Figure 1. The metal 1 layer (run 1).
Bar = 20 um. Cells faint in the background.
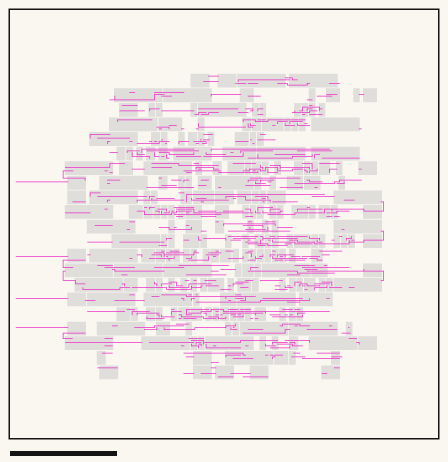
Figure 2. M2 wires (run 1).
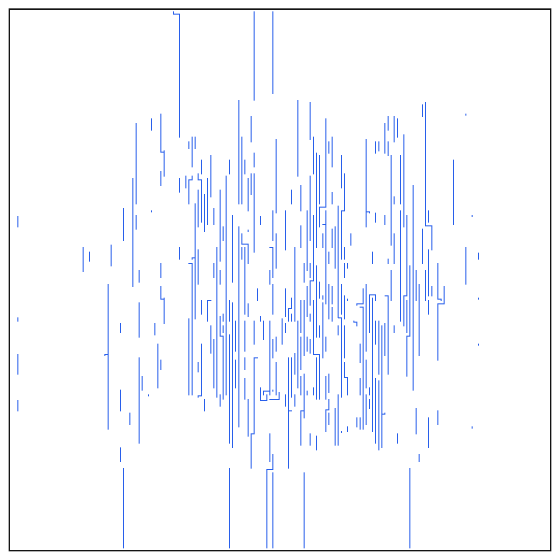
Figure 3. Signal wires on met3 (run 1).
Bar = 20 um.
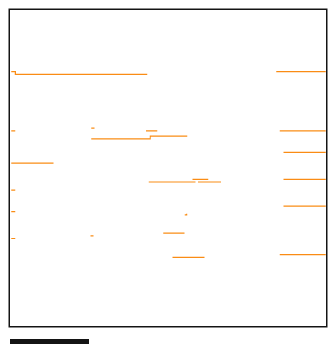
$ cat src/rtl/cpu_io_pkg.sv
// Shared types and default constants for the CPU I/O blocks.
package cpu_io_pkg;

    typedef enum logic {STABLE, SETTLE} debounce_state_t;

    localparam int unsigned DEFAULT_DEBOUNCE_CYCLES = 4;
    localparam int unsigned DEFAULT_SYNC_STAGES     = 2;

endpackage

$ cat src/rtl/io_synchroniser.sv
// Multi-flop synchroniser for asynchronous inputs; all stages reset to 0.
module io_synchroniser #(
    parameter int unsigned WIDTH  = 8,
    parameter int unsigned STAGES = 2
) (
    input  logic             i_clock,
    input  logic             i_n_reset,
    input  logic [WIDTH-1:0] i_async,
    output logic [WIDTH-1:0] o_sync
);

    logic [STAGES-1:0][WIDTH-1:0] r_stages;

    // Shift the asynchronous word through the flop chain.
    always_ff @(posedge i_clock or negedge i_n_reset) begin
        if (!i_n_reset) begin
            r_stages <= '0;
        end else begin
            r_stages <= {r_stages[STAGES-2:0], i_async};
        end
    end

    assign o_sync = r_stages[STAGES-1];

endmodule

$ cat src/rtl/switch_input_port.sv
// Synchronised, debounced switch input port for the CPU input bus.
// Optional feature macro: SWITCH_OVERRUN_EN (sticky overrun detection;
// when undefined the overrun output is tied to 0).
module switch_input_port #(
    parameter int unsigned WORD_W          = 8,
    parameter int unsigned DEBOUNCE_CYCLES = cpu_io_pkg::DEFAULT_DEBOUNCE_CYCLES,
    parameter int unsigned SYNC_STAGES     = cpu_io_pkg::DEFAULT_SYNC_STAGES
) (
    input  logic              clock,
    input  logic              n_reset,
    input  logic [WORD_W-1:0] raw_switches,
    input  logic              rd,
    output logic [WORD_W-1:0] switches,
    output logic              data_ready,
    output logic              overrun
);

    import cpu_io_pkg::*;

    localparam int unsigned CNT_W = (DEBOUNCE_CYCLES > 1) ? $clog2(DEBOUNCE_CYCLES) : 1;
    localparam logic [CNT_W-1:0] CNT_LAST = CNT_W'(DEBOUNCE_CYCLES - 1);

    logic [WORD_W-1:0] w_sync;

    debounce_state_t   r_state,     w_state_next;
    logic [WORD_W-1:0] r_candidate, w_candidate_next;
    logic [WORD_W-1:0] r_stable,    w_stable_next;
    logic [CNT_W-1:0]  r_count,     w_count_next;
    logic              r_data_ready, w_data_ready_next;
    logic              w_commit;

    io_synchroniser #(
        .WIDTH  (WORD_W),
        .STAGES (SYNC_STAGES)
    ) u_sync (
        .i_clock   (clock),
        .i_n_reset (n_reset),
        .i_async   (raw_switches),
        .o_sync    (w_sync)
    );

    // Debounce FSM: track a candidate word until it has held for DEBOUNCE_CYCLES.
    always_comb begin
        w_state_next     = r_state;
        w_candidate_next = r_candidate;
        w_stable_next    = r_stable;
        w_count_next     = r_count;
        w_commit         = 1'b0;
        case (r_state)
            STABLE: begin
                if (w_sync != r_stable) begin
                    w_candidate_next = w_sync;
                    w_count_next     = '0;
                    w_state_next     = SETTLE;
                end
            end
            SETTLE: begin
                if (w_sync != r_candidate) begin
                    // Bounce: restart the settle window on the new value.
                    w_candidate_next = w_sync;
                    w_count_next     = '0;
                end else if (r_count == CNT_LAST) begin
                    w_state_next = STABLE;
                    // A glitch that returned to the old word commits nothing.
                    if (r_candidate != r_stable) begin
                        w_stable_next = r_candidate;
                        w_commit      = 1'b1;
                    end
                end else begin
                    w_count_next = r_count + CNT_W'(1);
                end
            end
            default: w_state_next = STABLE;
        endcase
    end

    // data_ready: a commit wins over a read landing in the same cycle.
    always_comb begin
        w_data_ready_next = r_data_ready;
        if (rd && r_data_ready) begin
            w_data_ready_next = 1'b0;
        end
        if (w_commit) begin
            w_data_ready_next = 1'b1;
        end
    end

    // Debounce state and handshake flag registers.
    always_ff @(posedge clock or negedge n_reset) begin
        if (!n_reset) begin
            r_state      <= STABLE;
            r_candidate  <= '0;
            r_stable     <= '0;
            r_count      <= '0;
            r_data_ready <= 1'b0;
        end else begin
            r_state      <= w_state_next;
            r_candidate  <= w_candidate_next;
            r_stable     <= w_stable_next;
            r_count      <= w_count_next;
            r_data_ready <= w_data_ready_next;
        end
    end

    assign switches   = r_stable;
    assign data_ready = r_data_ready;

`ifdef SWITCH_OVERRUN_EN
    logic r_overrun, w_overrun_next;

    // Overrun: set when an unread word is overwritten; a read clears it, even
    // when a new commit lands on the same edge, since the old word was consumed.
    always_comb begin
        w_overrun_next = r_overrun;
        if (rd && r_data_ready) begin
            w_overrun_next = 1'b0;
        end
        if (w_commit && r_data_ready && !rd) begin
            w_overrun_next = 1'b1;
        end
    end

    // Sticky overrun register.
    always_ff @(posedge clock or negedge n_reset) begin
        if (!n_reset) begin
            r_overrun <= 1'b0;
        end else begin
            r_overrun <= w_overrun_next;
        end
    end

    assign overrun = r_overrun;
`else
    assign overrun = 1'b0;
`endif

endmodule

$ cat config.mk
export PLATFORM = sky130hd
export DESIGN_NAME = switch_input_port
export DESIGN_NICKNAME = d
export VERILOG_FILES = /design/src/rtl/cpu_io_pkg.sv /design/src/rtl/io_synchroniser.sv /design/src/rtl/switch_input_port.sv
export SDC_FILE = /design/constraint.sdc
export NUM_CORES = 1
export LEC_CHECK = 0
export ABC_AREA = 1
export CAP_MARGIN = 20
export CORE_MARGIN = 10
export CORE_UTILIZATION = 50
export CTS_BUF_LIST = sky130_fd_sc_hd__clkbuf_4
export CTS_CLUSTER_DIAMETER = 50
export CTS_CLUSTER_SIZE = 30
export DETAILED_ROUTE_END_ITERATION = 12
export GPL_TIMING_DRIVEN = 0
export PLACE_DENSITY = 0.73
export SETUP_SLACK_MARGIN = 0.2
export SLEW_MARGIN = 10
export SYNTH_ARGS = -nofsm -noshare
export SYNTH_HDL_FRONTEND = slang
export SYNTH_HIERARCHICAL = 1
export SYNTH_SLANG_ARGS = --single-unit
$ cat constraint.sdc
create_clock -name clock -period 2.7 [get_ports clock]
set_clock_uncertainty 0.15 [all_clocks]
set_input_delay 0.405 -clock clock [delete_from_list [all_inputs] [get_ports clock]]
set_output_delay 0.405 -clock clock [all_outputs]
set_load 0.02 [all_outputs]
==> impl_metrics.json, run 1 <==
{
  "wl_met2_um": 1570,
  "pg_comb_mw": 0.102,
  "vias": 1342,
  "cts_buffer_depth": 2,
  "path_depth": 1,
  "swShare": 0.238,
  "pwr-share-clk": 0.355,
  "ys_cells": 210,
  "fp_nets": 222,
  "firstDrtPassIters": 4,
  "overflow": 0,
  "route.antenna.remaining_nets": 0,
  "wl_met3_um": 175,
  "synth_area_um2": 1790,
  "dieArea_um2": 6370,
  "synth-xor-area-share": 0.0490,
  "crit_path_end": "switches[3]",
  "path_cells": "clkdlybuf4s50_1",
  "reg2reg_slack_ns": 0.95,
  "min_to": "u_sync/o_sync[7]",
  "ir_worst_vdd_uv": 381,
  "grt_pass1_wl_um": 5830,
  "r2r-start": "r_candidate[4]",
  "top_cell_area_share": 0.503,
  "seq-power_mw": 0.572,
  "slowest_stage": "clkdlybuf4s50_1",
  "area_leaders": "dfrtp_1, nand2_1, inv_1, xnor2_1, buf_4",
  "met1_usage": 0.141,
  "top_layer_used": "met4",
  "rows": 21,
  "rsz0062_at_grt": "false",
  "cts_hold_buf": 1,
  "track_usage": 0.115,
  "outcome": "finished clean",
  "viasPerCell": 4.73,
  "cts_root_buffer": "clkbuf_4",
  "min_period_ns": 1.98,
  "cpLargestDelayFamily": "buffers and inverters",
  "nNetsFinal": 249,
  "clk-power_mw": 0.371,
  "tns_ns": 0,
  "wl_per_cell_um": 11.8,
  "top_usage_layer": "met2",
  "wl_um": 3340,
  "reg2reg_to": "switches[3]",
  "dp_hpwl_um": 2400,
  "die_h_um": 79.8,
  "edf_count": 0,
  "critPathCaptureType": "primary output",
  "grt_max_degree": 37,
  "use_met3": 0.0349,
  "met2_usage": 0.182,
  "final_common_cell": "nand2_1",
  "r2r_cells": 9,
  "required_ns": 2.14,
  "place_inst": 275,
  "numSynthFlops": 36,
  "relSlewSlack": 0.483,
  "mux_share": 0,
  "postCtsSetupBuffers": 0,
  "wl_met1_um": 1530,
  "synth_top_cell_by_area": "dfrtp_1",
  "ys_sh_adder": 0.00699,
  "yosys-stat-area_um2": 1790,
  "antenna_found_initial": 0,
  "hold_slack_ns": 0.207,
  "yosys-top-cells-count": "nand2_1, dfrtp_1, inv_1, nand3_1, buf_4",
  "cpPeakStageDelay_ns": 0.64,
  "maxCapViolCount": 0,
  "numCtsBuffers": 5,
  "log.warning_count": 26,
  "critical_path_arrival_ns": 1.42,
  "cts_tree": "yes",
  "die_w_um": 79.8,
  "yosysWarnings": 6,
  "critPathLaunchType": "flip-flop",
  "worst-path-buf-inv": 1,
  "pwr-share-seq": 0.547,
  "drive_gt1_frac": 0.139,
  "switching_power_mw": 0.249,
  "ys_types": 27,
  "min_from": "u_sync/r_stages[7]",
  "gp_congestion": 0.883,
  "ys_sh_aoi": 0.0119,
  "internal_power_mw": 0.797,
  "yosysMostFrequentCell": "nand2_1",
  "ctsResizeCount": 0,
  "antenna_cells": 0
}
Back to the opening pictures, Figure 1:
The wires run mostly horizontal. The layer carries 1530 um of wire. 229 nets have wire on it. The layer holds 46% of the routed length.

Back to the opening pictures, Figure 2:
The wires run mostly vertical. 175 nets have wire on it.

Back to the opening pictures, Figure 3:
The layer holds 5.2% of the routed length. 18 nets have wire on it.

## run 1: layout make-up
class | instances | area [um2] | area share
Buffer | 11 | 76.3 | 0.0360
Clock buffer | 5 | 37.5 | 0.0177
Clock inverter | 3 | 42.5 | 0.0200
Inverter | 27 | 106 | 0.0501
Multi-Input combinational cell | 136 | 706 | 0.333
Sequential cell | 36 | 901 | 0.425
Tap cell | 46 | 57.6 | 0.0271
Timing Repair Buffer | 20 | 195 | 0.0920
## run 1: metrics by stage
stage	util	area (um2)	total power, mW	worst slack (ns)
after floorplan	-	1790	0.648	1.09
after global placement	0.601	2040	0.683	0.281
after detailed placement	0.599	2030	0.685	0.983
after CTS	0.626	2120	1.06	0.698
after global routing	0.626	2120	1.09	0.652
final	0.626	2120	1.05	0.721
==> run 2: changes to the inputs <==
==> constraint.sdc (replaced) <==
create_clock -name clock -period 1.9 [get_ports clock]
set_clock_uncertainty 0.15 [all_clocks]
set_input_delay 0.285 -clock clock [delete_from_list [all_inputs] [get_ports clock]]
set_output_delay 0.285 -clock clock [all_outputs]
set_load 0.02 [all_outputs]
Figure 4. M2 wires (run 2).
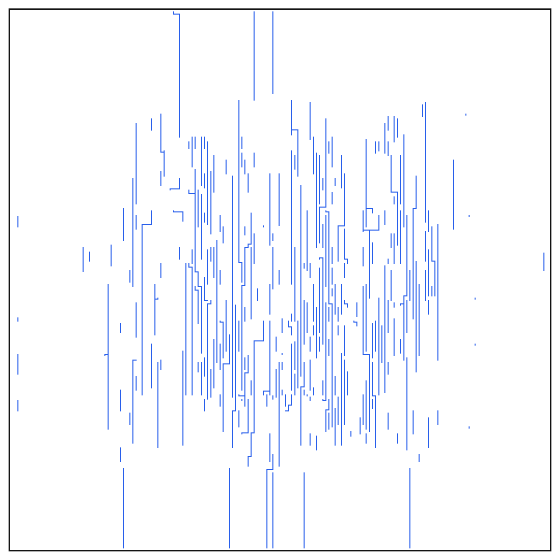
The layer carries 1680 um of wire. The longest straight run is 32.6 um. The wires run mostly vertical.

Figure 5. Clock wiring as the flow saved it (run 2).
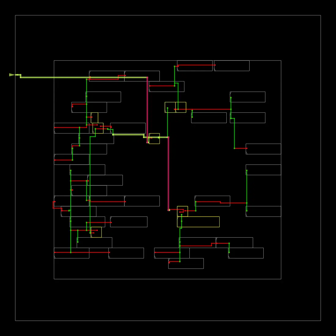
P_clk: 0.522 mW
CTS buffer count: 5
registers: 36
Clock Sinks: 36

==> impl_metrics.json, run 2 <==
{
  "outcome": "finished clean",
  "ir_worst_vdd_uv": 535,
  "required_ns": 1.98,
  "clockNetworkAreaShare": 0.0360,
  "pwr-share-seq": 0.546,
  "reg2reg_to": "switches[2]",
  "tns_ns": 0,
  "min_from": "u_sync/r_stages[7]",
  "seq-power_mw": 0.815,
  "ys_sh_aoi": 0.0119,
  "cts_buffer_depth": 2,
  "overflow": 0,
  "yosys-stat-area_um2": 1790,
  "min_period_ns": 1.67,
  "pg_comb_mw": 0.155,
  "area_leaders": "dfrtp_1, nand2_1, inv_1, xnor2_1, buf_4",
  "wl_per_cell_um": 12.1,
  "cts_tree": "yes",
  "grt_pass1_wl_um": 5930,
  "pwr-share-clk": 0.350,
  "seqAreaFraction": 0.406,
  "die_w_um": 79.8,
  "reg2reg_slack_ns": 0.23,
  "fp_nets": 222,
  "edf_count": 0,
  "firstDrtPassIters": 4,
  "route.antenna.remaining_nets": 0,
  "ys_types": 27,
  "wl_um": 3500,
  "clkbuf_count": 5,
  "seq_area_um2": 905,
  "antenna_found_initial": 0,
  "hold_slack_ns": 0.207,
  "drive_gt1_frac": 0.244,
  "final_common_cell": "nand2_1",
  "maxCapViolCount": 0,
  "r2r-start": "u_sync/o_sync[4]",
  "critPathLaunchType": "flip-flop"
}
Figure 6. Signal wires on met3 (run 2).
Bar = 20 um.
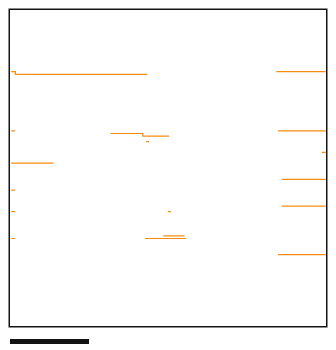
The layer holds 3.9% of the routed length. The wires run mostly horizontal. The layer carries 137 um of wire. The longest straight run is 33.1 um.

run 2: layer usage:
| layer | GRT usage | wire length [um] |
|---|---|---|
| met5 | 0 | 0 |
| met4 | 0.0475 | 36 |
| met3 | 0.0372 | 136 |
| met2 | 0.189 | 1680 |
| met1 | 0.140 | 1640 |
run 2: critical path, delay by kind of cell (launching register included):
kind / cells / cell delay (ns)
and+or+nand+nor: 8 / 0.90
buffers and inverters: 1 / 0.14
DFF: 1 / 0.37
run 2: repair_timing:
item                                    in CTS  in global routing
pin swaps                                    1                 13
endpoints found under the hold margin       36                  0
buffers inserted                             2                  0
resized                                     11                 32
hold buffers                                 1                  0
gates cloned                                 0                  2
endpoints found under the setup margin      27                 19
Power is estimated from default activity; no workload was simulated.
